--- config.mk ---
export PLATFORM = sky130hd
export DESIGN_NAME = bbox_pipe_flat
export DESIGN_NICKNAME = d
export VERILOG_FILES = /design/src/rtl/bbox_pipe_if.sv /design/src/rtl/bbox_pipe.sv /design/src/flat_wrapper.sv
export SDC_FILE = /design/constraint.sdc
export NUM_CORES = 1
export LEC_CHECK = 0
export ABC_AREA = 0
export ABC_CLOCK_PERIOD_IN_PS = 3140
export CAP_MARGIN = 30
export CORE_ASPECT_RATIO = 2
export CORE_MARGIN = 2
export CORE_UTILIZATION = 45
export DETAILED_ROUTE_END_ITERATION = 8
export GPL_TIMING_DRIVEN = 0
export PLACE_DENSITY = 0.76
export SLEW_MARGIN = 15
export SYNTH_ARGS = -nofsm -noshare
export SYNTH_HDL_FRONTEND = slang
export SYNTH_SLANG_ARGS = --single-unit
export TNS_END_PERCENT = 5
--- constraint.sdc ---
create_clock -name CLK -period 3.14 [get_ports CLK]
set_input_delay 0.628 -clock CLK [delete_from_list [all_inputs] [get_ports CLK]]
set_output_delay 0.628 -clock CLK [all_outputs]
set_load 0.01 [all_outputs]
--- src/rtl/bbox_pipe_if.sv ---
// Vertex-set input and bounding-box output handshake bundle for bbox_pipe.
// slave is the unit's view; master is the view of whatever drives it.
interface bbox_pipe_if #(
    parameter int W = 16
);
    logic                IN_VALID;
    logic                IN_READY;
    logic signed [W-1:0] V0X, V1X, V2X;
    logic signed [W-1:0] V0Y, V1Y, V2Y;
    logic                OUT_VALID;
    logic                OUT_READY;
    logic signed [W-1:0] XMIN, XMAX, YMIN, YMAX;
    logic                CULLED;

    modport master (
        output IN_VALID, V0X, V1X, V2X, V0Y, V1Y, V2Y, OUT_READY,
        input  IN_READY, OUT_VALID, XMIN, XMAX, YMIN, YMAX, CULLED
    );

    modport slave (
        input  IN_VALID, V0X, V1X, V2X, V0Y, V1Y, V2Y, OUT_READY,
        output IN_READY, OUT_VALID, XMIN, XMAX, YMIN, YMAX, CULLED
    );
endinterface

--- src/rtl/bbox_pipe.sv ---
// Two-stage triangle bounding-box unit: S1 takes per-axis min/max, S2 rounds
// to the pixel grid, culls offscreen boxes and clamps to the screen.
module bbox_pipe #(
    parameter int W        = 16,
    parameter int FRAC     = 6,
    parameter int SCREEN_W = 320,
    parameter int SCREEN_H = 240,
    parameter bit CULL_EN  = 1'b1,
    parameter int CNT_W    = 16
) (
    input  logic             CLK,
    input  logic             RST,
    bbox_pipe_if.slave       bus,
    input  logic             CNT_CLR,
    output logic [CNT_W-1:0] CULL_CNT
);
    typedef logic signed [W-1:0] sw_t;
    typedef logic signed [W:0]   sx_t;

    localparam int  HALF_I = 1 << (FRAC - 1);
    localparam int  XLIM_I = (SCREEN_W - 1) << FRAC;
    localparam int  YLIM_I = (SCREEN_H - 1) << FRAC;
    localparam sx_t HALF   = sx_t'(HALF_I);
    localparam sx_t XLIM   = sx_t'(XLIM_I);
    localparam sx_t YLIM   = sx_t'(YLIM_I);

    function automatic sw_t min3(input sw_t a, input sw_t b, input sw_t c);
        sw_t m;
        m = (a < b) ? a : b;
        return (c < m) ? c : m;
    endfunction

    function automatic sw_t max3(input sw_t a, input sw_t b, input sw_t c);
        sw_t m;
        m = (a > b) ? a : b;
        return (c > m) ? c : m;
    endfunction

    // One extra bit so the largest positive vertex plus one half cannot wrap.
    function automatic sx_t round_px(input sw_t v);
        sx_t s;
        s = {v[W-1], v};
        s = s + HALF;
        s[FRAC-1:0] = '0;
        return s;
    endfunction

    function automatic sw_t clamp_px(input sx_t v, input sx_t hi);
        if (v[W]) return '0;
        if (v > hi) return hi[W-1:0];
        return v[W-1:0];
    endfunction

    logic             s1_v_q, s1_v_d;
    sw_t              s1_xmin_q, s1_xmin_d, s1_xmax_q, s1_xmax_d;
    sw_t              s1_ymin_q, s1_ymin_d, s1_ymax_q, s1_ymax_d;
    logic             s2_v_q, s2_v_d;
    sw_t              xmin_q, xmin_d, xmax_q, xmax_d;
    sw_t              ymin_q, ymin_d, ymax_q, ymax_d;
    logic             cull_q, cull_d;
    logic [CNT_W-1:0] cnt_q, cnt_d;

    logic out_valid, s2_adv, s1_adv, cull;
    sx_t  rxmin, rxmax, rymin, rymax;

    always_comb begin
        // A culled box in S2 never presents, so it always drains next edge.
        out_valid = s2_v_q && !(CULL_EN && cull_q);
        s2_adv    = !out_valid || bus.OUT_READY;
        s1_adv    = !s1_v_q || s2_adv;

        rxmin = round_px(s1_xmin_q);
        rxmax = round_px(s1_xmax_q);
        rymin = round_px(s1_ymin_q);
        rymax = round_px(s1_ymax_q);
        cull  = rxmax[W] || rymax[W] || (rxmin > XLIM) || (rymin > YLIM);

        s1_v_d    = s1_v_q;
        s1_xmin_d = s1_xmin_q;
        s1_xmax_d = s1_xmax_q;
        s1_ymin_d = s1_ymin_q;
        s1_ymax_d = s1_ymax_q;
        s2_v_d    = s2_v_q;
        xmin_d    = xmin_q;
        xmax_d    = xmax_q;
        ymin_d    = ymin_q;
        ymax_d    = ymax_q;
        cull_d    = cull_q;
        cnt_d     = cnt_q;

        if (s1_adv) begin
            s1_v_d = bus.IN_VALID;
            if (bus.IN_VALID) begin
                s1_xmin_d = min3(bus.V0X, bus.V1X, bus.V2X);
                s1_xmax_d = max3(bus.V0X, bus.V1X, bus.V2X);
                s1_ymin_d = min3(bus.V0Y, bus.V1Y, bus.V2Y);
                s1_ymax_d = max3(bus.V0Y, bus.V1Y, bus.V2Y);
            end
        end

        if (s2_adv) begin
            s2_v_d = s1_v_q;
            if (s1_v_q) begin
                xmin_d = clamp_px(rxmin, XLIM);
                xmax_d = clamp_px(rxmax, XLIM);
                ymin_d = clamp_px(rymin, YLIM);
                ymax_d = clamp_px(rymax, YLIM);
                cull_d = cull;
            end
        end

        if (CNT_CLR) begin
            cnt_d = '0;
        end else if (s2_v_q && cull_q && s2_adv && (cnt_q != '1)) begin
            cnt_d = cnt_q + CNT_W'(1);
        end
    end

    always_ff @(posedge CLK or posedge RST) begin
        if (RST) begin
            s1_v_q    <= 1'b0;
            s1_xmin_q <= '0;
            s1_xmax_q <= '0;
            s1_ymin_q <= '0;
            s1_ymax_q <= '0;
            s2_v_q    <= 1'b0;
            xmin_q    <= '0;
            xmax_q    <= '0;
            ymin_q    <= '0;
            ymax_q    <= '0;
            cull_q    <= 1'b0;
            cnt_q     <= '0;
        end else begin
            s1_v_q    <= s1_v_d;
            s1_xmin_q <= s1_xmin_d;
            s1_xmax_q <= s1_xmax_d;
            s1_ymin_q <= s1_ymin_d;
            s1_ymax_q <= s1_ymax_d;
            s2_v_q    <= s2_v_d;
            xmin_q    <= xmin_d;
            xmax_q    <= xmax_d;
            ymin_q    <= ymin_d;
            ymax_q    <= ymax_d;
            cull_q    <= cull_d;
            cnt_q     <= cnt_d;
        end
    end

    assign bus.IN_READY  = s1_adv;
    assign bus.OUT_VALID = out_valid;
    assign bus.XMIN      = xmin_q;
    assign bus.XMAX      = xmax_q;
    assign bus.YMIN      = ymin_q;
    assign bus.YMAX      = ymax_q;
    assign bus.CULLED    = CULL_EN ? 1'b0 : cull_q;
    assign CULL_CNT      = cnt_q;
endmodule

--- src/flat_wrapper.sv ---
// flat-port wrapper written by rule: the top's interface ports become plain ports
module bbox_pipe_flat 
#(
    parameter int W        = 16,
    parameter int FRAC     = 6,
    parameter int SCREEN_W = 320,
    parameter int SCREEN_H = 240,
    parameter bit CULL_EN  = 1'b1,
    parameter int CNT_W    = 16
)
  (CLK, RST, CNT_CLR, CULL_CNT, bus_IN_VALID, bus_V0X, bus_V1X, bus_V2X, bus_V0Y, bus_V1Y, bus_V2Y, bus_OUT_READY, bus_IN_READY, bus_OUT_VALID, bus_XMIN, bus_XMAX, bus_YMIN, bus_YMAX, bus_CULLED);
  bbox_pipe_if #(.W(W)) bus_i ();
  input  logic CLK;
  input  logic RST;
  input  logic CNT_CLR;
  output logic [CNT_W-1:0] CULL_CNT;
  input wire logic [$bits(bus_i.IN_VALID)-1:0] bus_IN_VALID;
  input wire logic [$bits(bus_i.V0X)-1:0] bus_V0X;
  input wire logic [$bits(bus_i.V1X)-1:0] bus_V1X;
  input wire logic [$bits(bus_i.V2X)-1:0] bus_V2X;
  input wire logic [$bits(bus_i.V0Y)-1:0] bus_V0Y;
  input wire logic [$bits(bus_i.V1Y)-1:0] bus_V1Y;
  input wire logic [$bits(bus_i.V2Y)-1:0] bus_V2Y;
  input wire logic [$bits(bus_i.OUT_READY)-1:0] bus_OUT_READY;
  output wire logic [$bits(bus_i.IN_READY)-1:0] bus_IN_READY;
  output wire logic [$bits(bus_i.OUT_VALID)-1:0] bus_OUT_VALID;
  output wire logic [$bits(bus_i.XMIN)-1:0] bus_XMIN;
  output wire logic [$bits(bus_i.XMAX)-1:0] bus_XMAX;
  output wire logic [$bits(bus_i.YMIN)-1:0] bus_YMIN;
  output wire logic [$bits(bus_i.YMAX)-1:0] bus_YMAX;
  output wire logic [$bits(bus_i.CULLED)-1:0] bus_CULLED;
  assign bus_i.IN_VALID = bus_IN_VALID;
  assign bus_i.V0X = bus_V0X;
  assign bus_i.V1X = bus_V1X;
  assign bus_i.V2X = bus_V2X;
  assign bus_i.V0Y = bus_V0Y;
  assign bus_i.V1Y = bus_V1Y;
  assign bus_i.V2Y = bus_V2Y;
  assign bus_i.OUT_READY = bus_OUT_READY;
  assign bus_IN_READY = bus_i.IN_READY;
  assign bus_OUT_VALID = bus_i.OUT_VALID;
  assign bus_XMIN = bus_i.XMIN;
  assign bus_XMAX = bus_i.XMAX;
  assign bus_YMIN = bus_i.YMIN;
  assign bus_YMAX = bus_i.YMAX;
  assign bus_CULLED = bus_i.CULLED;
  bbox_pipe #(.W(W), .FRAC(FRAC), .SCREEN_W(SCREEN_W), .SCREEN_H(SCREEN_H), .CULL_EN(CULL_EN), .CNT_W(CNT_W)) u_core (.CLK(CLK), .RST(RST), .bus(bus_i), .CNT_CLR(CNT_CLR), .CULL_CNT(CULL_CNT));
endmodule
==> images/clocks.png <==
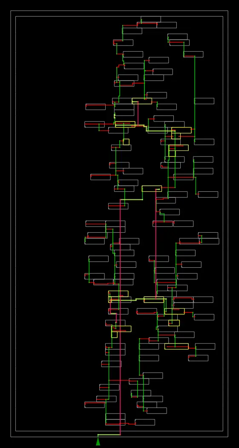
Late-Pin Clk Latency: 0.35 ns
clk sinks: 103
final-layout clock buffer total: 11
clock skew: 0.00766 ns

==> images/wires.png <==
Only two layers are drawn.
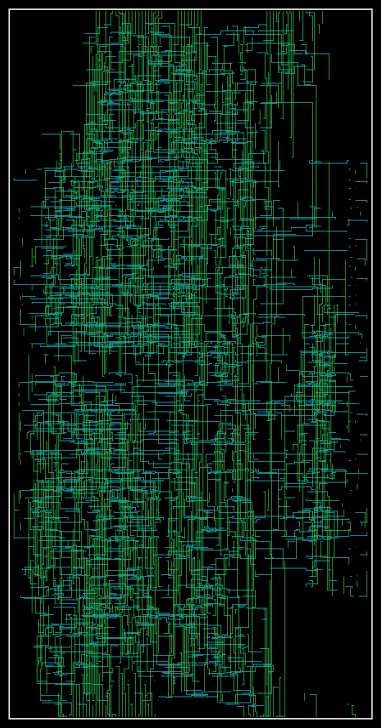
[metal 1] cyan | wire length: 8,650 um
[metal 2] green | wire length: 13,600 um

==> images/logic_types.png <==
Bar = 20 um.
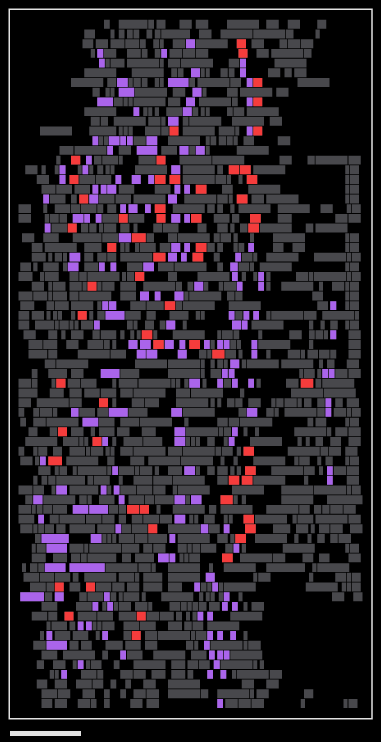
[inverting AOI/OAI gates] purple | cells: 180 | most used: a21oi_1
[AND-OR and OR-AND gates] red | cells: 60 | most used: a21o_1

==> metrics.yaml <==
grt:
  grt_overflow: 0
  grt_first_pass_wirelength_um: 38200
  grt_use_total_pct: 23.8
  antenna_found_initial: 0
  grt_pass1_vias: 8075
run:
  max_cap_viol_count: 0
  warnings: 29
synthesis:
  yosys_area_um2: 8510
  syn_avg_cell_area_um2: 8.75
  postSynthCellCount: 973
  topCombFamilyByArea: "AND-OR/OR-AND gates"
  synth-async-reset-ratio_pct: 100
  syn_area_um2: 8510
  ys_cells: 973
  synth_warnings: 0
  simple_gate_area_share_pct: 16.4
  ys_seq_share_pct: 30.3
  synth.top_cell.area_share_pct: 30.3
  ff_type: "dfrtp_1"
  xor_share_pct: 4.01
  edf_count: 0
  ys_ff: 103
  top_cells_by_area: "dfrtp_1 (30%), ha_1 (15%), mux2i_1 (5.8%)"
drt:
  antenna_left: 0
  drc: 0
  first_pass_iters: 5
  wl_um: 24000
  avgViaCountPerCell: 5.58
timing:
  worst_slack_ns: -1.41
  fin_crit_ns: 4.55
  finalHoldViolations: 0
  drv_slew: 0
  finalSetupViolCount: 44
  fin_crit_sh_pct: 145
clock_network:
  ctsHoldBuffers: 0
  clockBufferDepth: 2
  cts.htree.levels: 3
worst_setup_path:
  cp_slowest_cell: "or4_4"
  critPathLaunch: "bus_V1Y[12]"
  worst-r2r-setup-slack_ns: 0.52
  reg2reg_depth: 8
  worstPathRequired_ns: 3.41
  crit_type: "in2reg"
  worstPathArrival_ns: 4.82
hold_path:
  hold_start: "u_core.bus.YMIN[10]"
  hold_depth: 2
  hold_end: "u_core.bus.YMIN[10]"
  hold_class: "reg2reg"
die:
  rows: 71
  fp_util_pct: 45.6
  ios: 184
power_and_ir_drop:
  peakVddDrop_mv: 0.300
  p_leak_nw: 5.45
cells_and_area:
  layout_top_cell: "dfrtp_1"
  area_delta_synth_final_pct: 38.8
  fin_area_um2: 11800
  finalNetCount: 1406
status:
  status: "finished, violations left"
  violations: "negative setup slack"
==> images/io_placement.png <==
Pins as bars across the die edge, other pins in grey.
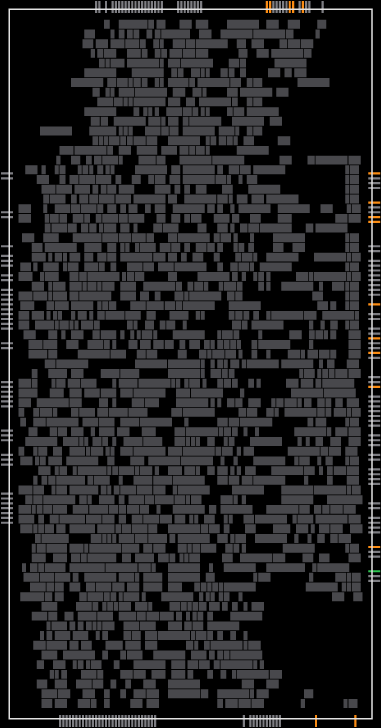
[`bus_XMIN`] orange | pins: 16 | direction: output | edge: 9 right, 5 top, 2 bottom
[`bus_CULLED`] green | pins: 1 | direction: output | edge: right
die width: 101 um
Die H: 198 um
I/O Buffers: 157

==> images/flops_by_reg.png <==
Bar = 20 um.
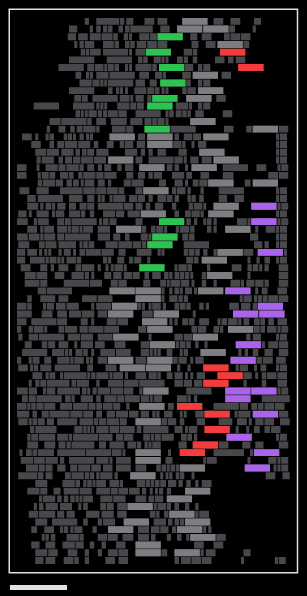
[`u_core.CULL_CNT`] purple | placed flops: 16
[`u_core.s1_xmax_q`] green | placed flops: 11 | where: top middle
[`u_core.bus.YMAX`] red | placed flops: 10
not coloured: 66
register area: 2580 um^2
sequential share of cell area: 21.8%
Final Util: 63.3%
seq pwr: 1.98 mW

==> cell type report <==
| type | count | area [um^2] | share of cell area [%] |
|---|---|---|---|
| multi-input combinational | 774 | 6150 | 52.1 |
| sequential | 103 | 2580 | 21.8 |
| timing repair buffer | 198 | 1810 | 15.3 |
| buffer | 60 | 445 | 3.77 |
| tap | 219 | 274 | 2.32 |
| clock buffer | 11 | 243 | 2.06 |
| inverter | 60 | 240 | 2.03 |
| clock inverter | 5 | 65.1 | 0.551 |
==> critical path, delay by kind of cell <==
kind / cells / cell delay, ns
compound gates: 9 / 1.67
mux: 2 / 0.57
buf+inv: 5 / 0.59
fa+ha+maj: 2 / 0.58
simple gates: 3 / 0.76
==> cells in the mapped netlist, types with 2 or more instances <==
cell type / n
o211ai_1: 13
and2_1: 8
mux2i_1: 49
buf_1: 2
nor4_1: 2
clkbuf_1: 28
a31oi_1: 3
xor2_1: 20
a22o_1: 23
nor2_1: 64
nand2b_1: 8
a221o_1: 2
nand4_1: 21
nor2b_1: 10
o21a_1: 3
or3_1: 8
a21oi_1: 75
a211oi_1: 4
or2_2: 2
o211a_1: 2
a21o_1: 25
nand3_1: 42
buf_6: 2
a21boi_0: 2
a2bb2oi_1: 2
ha_1: 99
a2111oi_0: 2
o21ai_2: 5
and3_1: 13
mux2i_2: 2
buf_4: 26
mux2_2: 25
and4_1: 5
inv_1: 60
xnor2_1: 19
dfrtp_1: 103
o31ai_1: 13
nor3_1: 7
o21ai_0: 52
nand2_1: 99
==> sequential cells by signal (all words and copies together) (netlist names) <==
signal / cells
u_core.bus.XMAX: 10
u_core.bus.YMAX: 10
u_core.s2_v_q: 1
u_core.bus.XMIN: 10
u_core.s1_v_q: 1
u_core.s1_ymin_q: 11
u_core.bus.YMIN: 10
u_core.cull_q: 1
u_core.CULL_CNT: 16
u_core.s1_xmax_q: 11
u_core.s1_xmin_q: 11
u_core.s1_ymax_q: 11
==> through the flow <==
| stage | std cells | utilization [%] | power, mW | hold WS, ns |
|---|---|---|---|---|
| 2_1_floorplan | 997 | - | 3.47 | 0.464 |
| 3_3_place_gp | 1373 | 56.5 | 4.39 | 0.460 |
| 3_5_place_dp | 1374 | 56.6 | 4.46 | 0.470 |
| 4_1_cts | 1426 | 62.6 | 5.83 | 0.488 |
| 5_1_grt | 1430 | 63.3 | 6.27 | 0.497 |
| 6_report | 1430 | 63.3 | 5.88 | 0.480 |
==> report_power, final <==
group / internal (mW) / total [mW] / switching (mW) / leakage (nW)
Combinational: 1.42 / 2.75 / 1.33 / 4.01
Sequential: 1.66 / 1.98 / 0.315 / 1.30
Clock: 0.649 / 1.16 / 0.506 / 0.144
==> what timing repair did <==
| item | CTS | global route |
|---|---|---|
| cloned | 4 | 0 |
| pin swaps | 63 | 12 |
| endpoints found under the setup margin | 44 | 44 |
| buffers inserted | 32 | 4 |
| resized | 287 | 61 |
==> metal layers <==
metal,track usage (%),wire [um],vias up
met5,0,0,-
met4,11.9,1060,0
met3,1.69,739,71
met2,46.4,13600,246
met1,24.5,8650,3745
li1,-,-,3924
Power figures rest on the tool's default switching activity, not on a simulated workload.
